File: src/rtl/cmd_printer_tracker_if.sv
// Handshake bundle between the PS/2 line assembler, the dump requester
// and the screen-character writer, as seen by cmd_printer_tracker.
interface cmd_printer_tracker_if #(
  parameter int LINE_CHARS = 32
);
  logic                    start;
  logic [8*LINE_CHARS-1:0] ps2_line_content;
  logic                    ps2_line_ready;
  logic                    finish;
  logic [7:0]              char_index;
  logic [7:0]              char_data;

  modport master (
    output start,
    output ps2_line_content,
    output ps2_line_ready,
    input  finish,
    input  char_index,
    input  char_data
  );

  modport slave (
    input  start,
    input  ps2_line_content,
    input  ps2_line_ready,
    output finish,
    output char_index,
    output char_data
  );
endinterface

File: src/rtl/cmd_printer_tracker.sv
// Terminal-history tracker: keeps the last NUM_LINES command lines and
// streams them as (char_index, char_data) pairs. Option: CMD_TRACKER_PROMPT_EN.
module cmd_printer_tracker #(
  parameter int         NUM_LINES  = 4,
  parameter int         LINE_CHARS = 32,
  parameter logic [7:0] BASE_INDEX = 8'h80,
  parameter int         ROW_STRIDE = 32,
  parameter logic [7:0] BLANK_CHAR = 8'h20
) (
  input logic                  clock,
  input logic                  reset,
  cmd_printer_tracker_if.slave bus
);

  localparam int RW = (NUM_LINES > 1) ? $clog2(NUM_LINES) : 1;
  localparam int CW = (LINE_CHARS > 1) ? $clog2(LINE_CHARS) : 1;
  localparam int LW = 8 * LINE_CHARS;

  localparam logic [RW-1:0] ROW_LAST = RW'(NUM_LINES - 1);
  localparam logic [CW-1:0] COL_LAST = CW'(LINE_CHARS - 1);

  typedef enum logic {
    IDLE,
    STREAM
  } state_t;

  state_t state_q;
  state_t state_d;

  logic [7:0] hist [NUM_LINES][LINE_CHARS];
  logic [7:0] view [NUM_LINES][LINE_CHARS];

  logic          ready_q;
  logic          rise;
  logic          pend_vld;
  logic [LW-1:0] pend_line;

  logic [RW-1:0] row_q;
  logic [RW-1:0] row_d;
  logic [CW-1:0] col_q;
  logic [CW-1:0] col_d;

  logic          do_shift;
  logic [LW-1:0] shift_line;
  logic          pend_set;
  logic          pend_clr;
  logic          load;

  logic [7:0] idx_d;
  logic [7:0] dat_d;
  logic [7:0] char_index_q;
  logic [7:0] char_data_q;

  assign rise = bus.ps2_line_ready & ~ready_q;

  assign bus.finish     = (state_q == IDLE) & ~bus.start;
  assign bus.char_index = char_index_q;
  assign bus.char_data  = char_data_q;

  // State and cell-position registers
  always_ff @(posedge clock or posedge reset) begin
    if (reset) begin
      state_q <= IDLE;
      row_q   <= '0;
      col_q   <= '0;
    end else begin
      state_q <= state_d;
      row_q   <= row_d;
      col_q   <= col_d;
    end
  end

  // Next state, cell walk and capture routing; a pending line wins over
  // a fresh edge in IDLE, and the fresh edge is parked for the next clock
  always_comb begin
    state_d    = state_q;
    row_d      = row_q;
    col_d      = col_q;
    load       = 1'b0;
    do_shift   = 1'b0;
    shift_line = pend_line;
    pend_set   = 1'b0;
    pend_clr   = 1'b0;
    unique case (state_q)
      IDLE: begin
        if (pend_vld) begin
          do_shift   = 1'b1;
          shift_line = pend_line;
          pend_clr   = 1'b1;
          pend_set   = rise;
        end else if (rise) begin
          do_shift   = 1'b1;
          shift_line = bus.ps2_line_content;
        end
        if (bus.start) begin
          state_d = STREAM;
          row_d   = '0;
          col_d   = '0;
          load    = 1'b1;
        end
      end
      STREAM: begin
        pend_set = rise;
        if (row_q == ROW_LAST && col_q == COL_LAST) begin
          state_d = IDLE;
        end else begin
          load = 1'b1;
          if (col_q == COL_LAST) begin
            col_d = '0;
            row_d = row_q + 1'b1;
          end else begin
            col_d = col_q + 1'b1;
          end
        end
      end
      default: state_d = IDLE;
    endcase
  end

  // History as it will look after this edge, so a dump started together
  // with a capture already shows the new line
  always_comb begin
    for (int r = 0; r < NUM_LINES; r++) begin
      for (int c = 0; c < LINE_CHARS; c++) begin
        view[r][c] = hist[r][c];
      end
    end
    if (do_shift) begin
      for (int r = 0; r < NUM_LINES - 1; r++) begin
        for (int c = 0; c < LINE_CHARS; c++) begin
          view[r][c] = hist[r+1][c];
        end
      end
      for (int c = 0; c < LINE_CHARS; c++) begin
        view[NUM_LINES-1][c] = shift_line[8*c +: 8];
      end
    end
  end

  // Screen index and byte of the cell about to be presented
  always_comb begin
    idx_d = BASE_INDEX
          + 8'(ROW_STRIDE) * 8'(row_d)
          + 8'(col_d);
`ifdef CMD_TRACKER_PROMPT_EN
    if (col_d == '0 && view[row_d][0] != BLANK_CHAR) begin
      dat_d = 8'h3E;
    end else begin
      dat_d = view[row_d][col_d];
    end
`else
    dat_d = view[row_d][col_d];
`endif
  end

  // History, edge detector, pending buffer and output pair
  always_ff @(posedge clock or posedge reset) begin
    if (reset) begin
      for (int r = 0; r < NUM_LINES; r++) begin
        for (int c = 0; c < LINE_CHARS; c++) begin
          hist[r][c] <= BLANK_CHAR;
        end
      end
      ready_q      <= 1'b0;
      pend_vld     <= 1'b0;
      pend_line    <= '0;
      char_index_q <= 8'h00;
      char_data_q  <= BLANK_CHAR;
    end else begin
      ready_q <= bus.ps2_line_ready;
      if (do_shift) begin
        for (int r = 0; r < NUM_LINES; r++) begin
          for (int c = 0; c < LINE_CHARS; c++) begin
            hist[r][c] <= view[r][c];
          end
        end
      end
      if (pend_set) begin
        pend_vld  <= 1'b1;
        pend_line <= bus.ps2_line_content;
      end else if (pend_clr) begin
        pend_vld <= 1'b0;
      end
      if (load) begin
        char_index_q <= idx_d;
        char_data_q  <= dat_d;
      end
    end
  end

endmodule

File: src/flat_wrapper.sv
// flat-port wrapper written by rule: the top's interface ports become plain ports
module cmd_printer_tracker_flat 
#(
  parameter int         NUM_LINES  = 4,
  parameter int         LINE_CHARS = 32,
  parameter logic [7:0] BASE_INDEX = 8'h80,
  parameter int         ROW_STRIDE = 32,
  parameter logic [7:0] BLANK_CHAR = 8'h20
)
  (clock, reset, bus_start, bus_ps2_line_content, bus_ps2_line_ready, bus_finish, bus_char_index, bus_char_data);
  cmd_printer_tracker_if #(.LINE_CHARS(LINE_CHARS)) bus_i ();
  input logic clock;
  input logic reset;
  input wire logic [$bits(bus_i.start)-1:0] bus_start;
  input wire logic [$bits(bus_i.ps2_line_content)-1:0] bus_ps2_line_content;
  input wire logic [$bits(bus_i.ps2_line_ready)-1:0] bus_ps2_line_ready;
  output wire logic [$bits(bus_i.finish)-1:0] bus_finish;
  output wire logic [$bits(bus_i.char_index)-1:0] bus_char_index;
  output wire logic [$bits(bus_i.char_data)-1:0] bus_char_data;
  assign bus_i.start = bus_start;
  assign bus_i.ps2_line_content = bus_ps2_line_content;
  assign bus_i.ps2_line_ready = bus_ps2_line_ready;
  assign bus_finish = bus_i.finish;
  assign bus_char_index = bus_i.char_index;
  assign bus_char_data = bus_i.char_data;
  cmd_printer_tracker #(.NUM_LINES(NUM_LINES), .LINE_CHARS(LINE_CHARS), .BASE_INDEX(BASE_INDEX), .ROW_STRIDE(ROW_STRIDE), .BLANK_CHAR(BLANK_CHAR)) u_core (.clock(clock), .reset(reset), .bus(bus_i));
endmodule
File: config.mk
export PLATFORM = sky130hd
export DESIGN_NAME = cmd_printer_tracker_flat
export DESIGN_NICKNAME = d
export VERILOG_FILES = /design/src/rtl/cmd_printer_tracker_if.sv /design/src/rtl/cmd_printer_tracker.sv /design/src/flat_wrapper.sv
export SDC_FILE = /design/constraint.sdc
export NUM_CORES = 2
export LEC_CHECK = 0
export ABC_AREA = 1
export CELL_PAD_IN_SITES_DETAIL_PLACEMENT = 1
export CELL_PAD_IN_SITES_GLOBAL_PLACEMENT = 1
export CORE_ASPECT_RATIO = 0.75
export CORE_MARGIN = 2
export CORE_UTILIZATION = 49
export DETAILED_ROUTE_END_ITERATION = 16
export PLACE_DENSITY = 0.82
export SLEW_MARGIN = 10
export SYNTH_ARGS = -nofsm -noshare
export SYNTH_HDL_FRONTEND = slang
export SYNTH_SLANG_ARGS = --single-unit
File: constraint.sdc
create_clock -name clock -period 113.1 [get_ports clock]
set_input_delay 22.62 -clock clock [delete_from_list [all_inputs] [get_ports clock]]
set_output_delay 22.62 -clock clock [all_outputs]
set_load 0.02 [all_outputs]
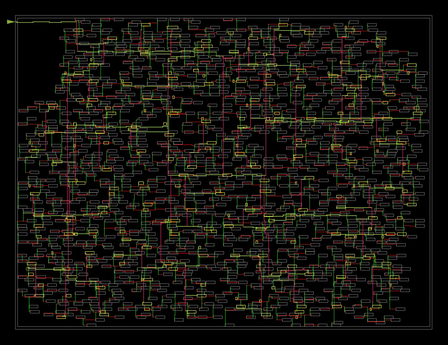
Figure 1: clock wiring as the flow saved it.
clkbuf count: 218
P_clk: 0.473 mW
Layout Skew: 0.0238 ns
seq_cells: 1306

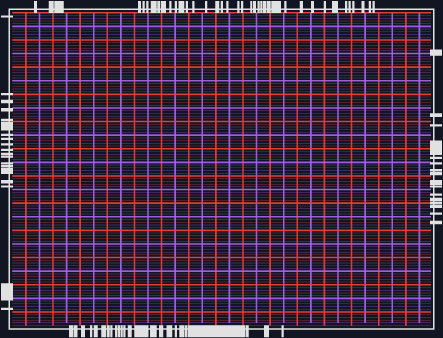
Figure 2: power grid.
Drawn at 1 px/um. Pins as bars on the die edge.
Key: red = VSS; purple = VDD
The core has 115 rows. 277 signal pins sit on the boundary.
Core Box Area: 131000 sq um
peak supply drop: 0.0276 mV
die width: 423 um
die y size: 318 um

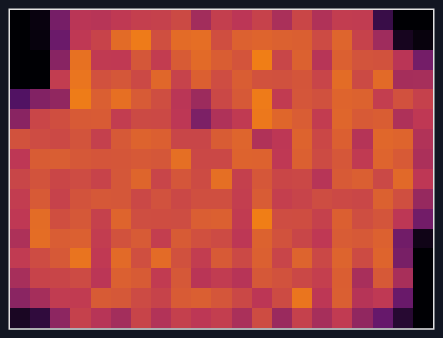
Figure 3: cell area per tile.
Drawn at 1 px/um. The die is cut into 21 by 16 equal tiles; black is low, pale yellow is high, 0 to 100% covered.
3.6% of the tiles are nearly empty. The fullest tile reaches 71%. The mean over all tiles is 52%.
Initial Util: 49.3%
Final Core Density: 55.0%

==> GITHUB_STEP_SUMMARY <==
## Synthesis and layout report

| Metric | Value |
|---|---|
| Non-clk bufs | `348` |
| Global route total overflow | `0` |
| Synthesized area per cell | `7.69 sq um` |
| Hold Startpoint | `u_core.hist[987]` |
| M3 GR Usage | `slightly above 4%` |
| Top cell area share | `45.6%` |
| Drt initial violations | `~4300` |
| Via density | `~5.5` |
| Worst reg-to-reg path cell count | `16` |
| Dominant comb cell | `simple AND/OR/NAND/NOR gates` |
| Hold slack | `0.477 ns` |
| Dpl cells | `between 9000 and 10000` |
| Reg2Reg Launch Point | `u_core.state_q` |
| Maximum buffer depth of the clock tree | `3` |
| Commonest non-fill, non-tap cells in the layout | `2063 x nand2_1, 1480 x inv_1, 1177 x dfrtp_1` |
| Initial antenna violation count | `13` |
| CTS H-tree lvls | `4` |
| Endpoints failing hold | `0` |
| Cell taking the most area after synthesis | `dfrtp_1` |
| Outcome | `finished clean` |
| Overall power | `between 2 and 2.5 mW` |
| Hold EP | `u_core.hist[987]` |
| Met3 Wirelength | `approximately 8300 um` |
| Max reg flops | `slightly above 1000` |
| Post-route cell area | `72100 sq um` |
| Crit path top cell by count | `clkdlybuf4s50_1` |
| Critical Path Fanout Max | `4` |
| WHS Path Cells | `2` |
| RSZ-0062 raised after global routing | `no` |
| Worst setup margin | `66.48 ns` |
| R2r endpoint | `u_core.bus.char_data[3]` |
| PortBufs | `between 200 and 300` |
| Slew headroom | `23.8%` |
| Async S/R FF share, synth | `100%` |
| CTS buffer count | `140` |
| Place WS | `approximately 66 ns` |
| Met1 Track Usage GR | `40.1%` |
| Fill cells | `about 16000` |
| CTS resizes | `0` |
| Final Net Count | `~8600` |
| Post-route ant nets | `0` |
| Sequential cell area fraction in the yosys report | `just over 50%` |
| Worst setup EP type | `output pin` |
| # clock sinks | `between 1000 and 1500` |
| Combinational Area | `23300 sq um` |
| Latency at later pin | `approximately 0.80 ns` |
| Setup_tns | `0 ns` |
| Top layer in use | `met5` |
| Most common cell in the synthesized netlist | `nand2_1` |
| Drt wl/cell | `~20 um` |
| P_seq | `approximately 0.76 mW` |
| Netlist Area Pre-Place | `approximately 65000 sq um` |
| Post-Syn Instances | `roughly 8400` |
| Biggest register | `u_core.hist` |
| Clk pin slew, worst setup/hold paths | `roughly 0.06 ns` |
| Total power divided by cell area | `roughly 28 nW/um^2` |
| First drt pass iteration count | `7` |
| Setup crit end | `bus_finish` |
| Register share of total power | `38.0%` |
| Yosys cell types | `34` |
| Syn-to-layout area delta | `11.7%` |
| Net Sw Frac | `roughly 40%` |
| CP startpoint kind | `input pin` |
| M1 wire length | `around 90000 um` |
| Max Freq | `between 0.02 and 0.025 GHz` |
| Leak pwr | `between 30 and 40 nW` |
| Comb/total area | `roughly a third` |
| Vias in the first global route | `60000` |
| Pwr top | `combinational logic` |
| Logic pwr share | `38.5%` |
| Number of enable flip-flop cells | `0` |
| Cts hold-fix bufs | `0` |
| Post-Layout Cell Count | `just over 10000` |
| Yosys aoi share | `13.9%` |
| DRC viols | `0` |
| N_diodes | `9` |
| CTS tree | `built` |
| GRT Overall Usage | `slightly above 30%` |
| YS chip area | `~65000 sq um` |
| Most numerous logic cell after layout | `nand2_1` |
| Via count | `roughly 56000` |
| Met2 Track Usage GR | `between 50% and 60%` |
| Pint | `1.18 mW` |
| Flop and latch count out of synthesis | `1306` |
| NonClk Buf Share | `between 4 and 5%` |
| Placer congestion estimate | `roughly 0.9` |
| Cell family with most CP delay | `buffers and inverters` |
| Count of tool warnings | `103` |
| Simple-Gate Fraction of Synth Area | `21.0%` |
| Tightest Pin Transition | `1.14 ns` |
| WP depth | `3` |
| Synth top area cells | `dfrtp_1 46%, nand2_1 12%, inv_1 8.6%, nand3_1 7.7%, o21ai_0 5.9%` |
| Met2 wire len | `99800 um` |
| Mi-comb count | `roughly 5000` |
| Die area | `between 100000 and 150000 sq um` |
| Critical-path cell list | `clkdlybuf4s50_1 > nor2_4 > clkdlybuf4s50_1` |
| Worst path buffer plus inverter count | `2` |
| MUX area fraction | `less than 1%` |
| Worst hold path type | `reg2reg` |
| Layout clock area frac | `6.48%` |
| WS Path Type | `in2out` |
| Slew Limit Fails | `0` |
| Final wirelength | `roughly 210000 um` |
| P_comb | `between 0.7 and 0.8 mW` |
| # rows | `about 120` |
| Postcts setup bufs | `0` |
| HPWL Detailed | `approximately 120000 um` |
| CP max stage delay | `around 0.67 ns` |
| Cycle use final | `41.2%` |
| Sequential cell area share | `between 40% and 50%` |
| Ys flop type | `dfrtp_1` |
| GR peak layer | `met2` |
| Root Buffer | `clkbuf_16` |
| Slowest cell on the critical path | `clkdlybuf4s50_1` |
| Switching power total | `about 0.83 mW` |
| Largest class | `registers` |
| Ys cells | `around 8400` |
| Pin count of the biggest net entering global routing | `~250` |
Power and IR drop assume default switching activity.
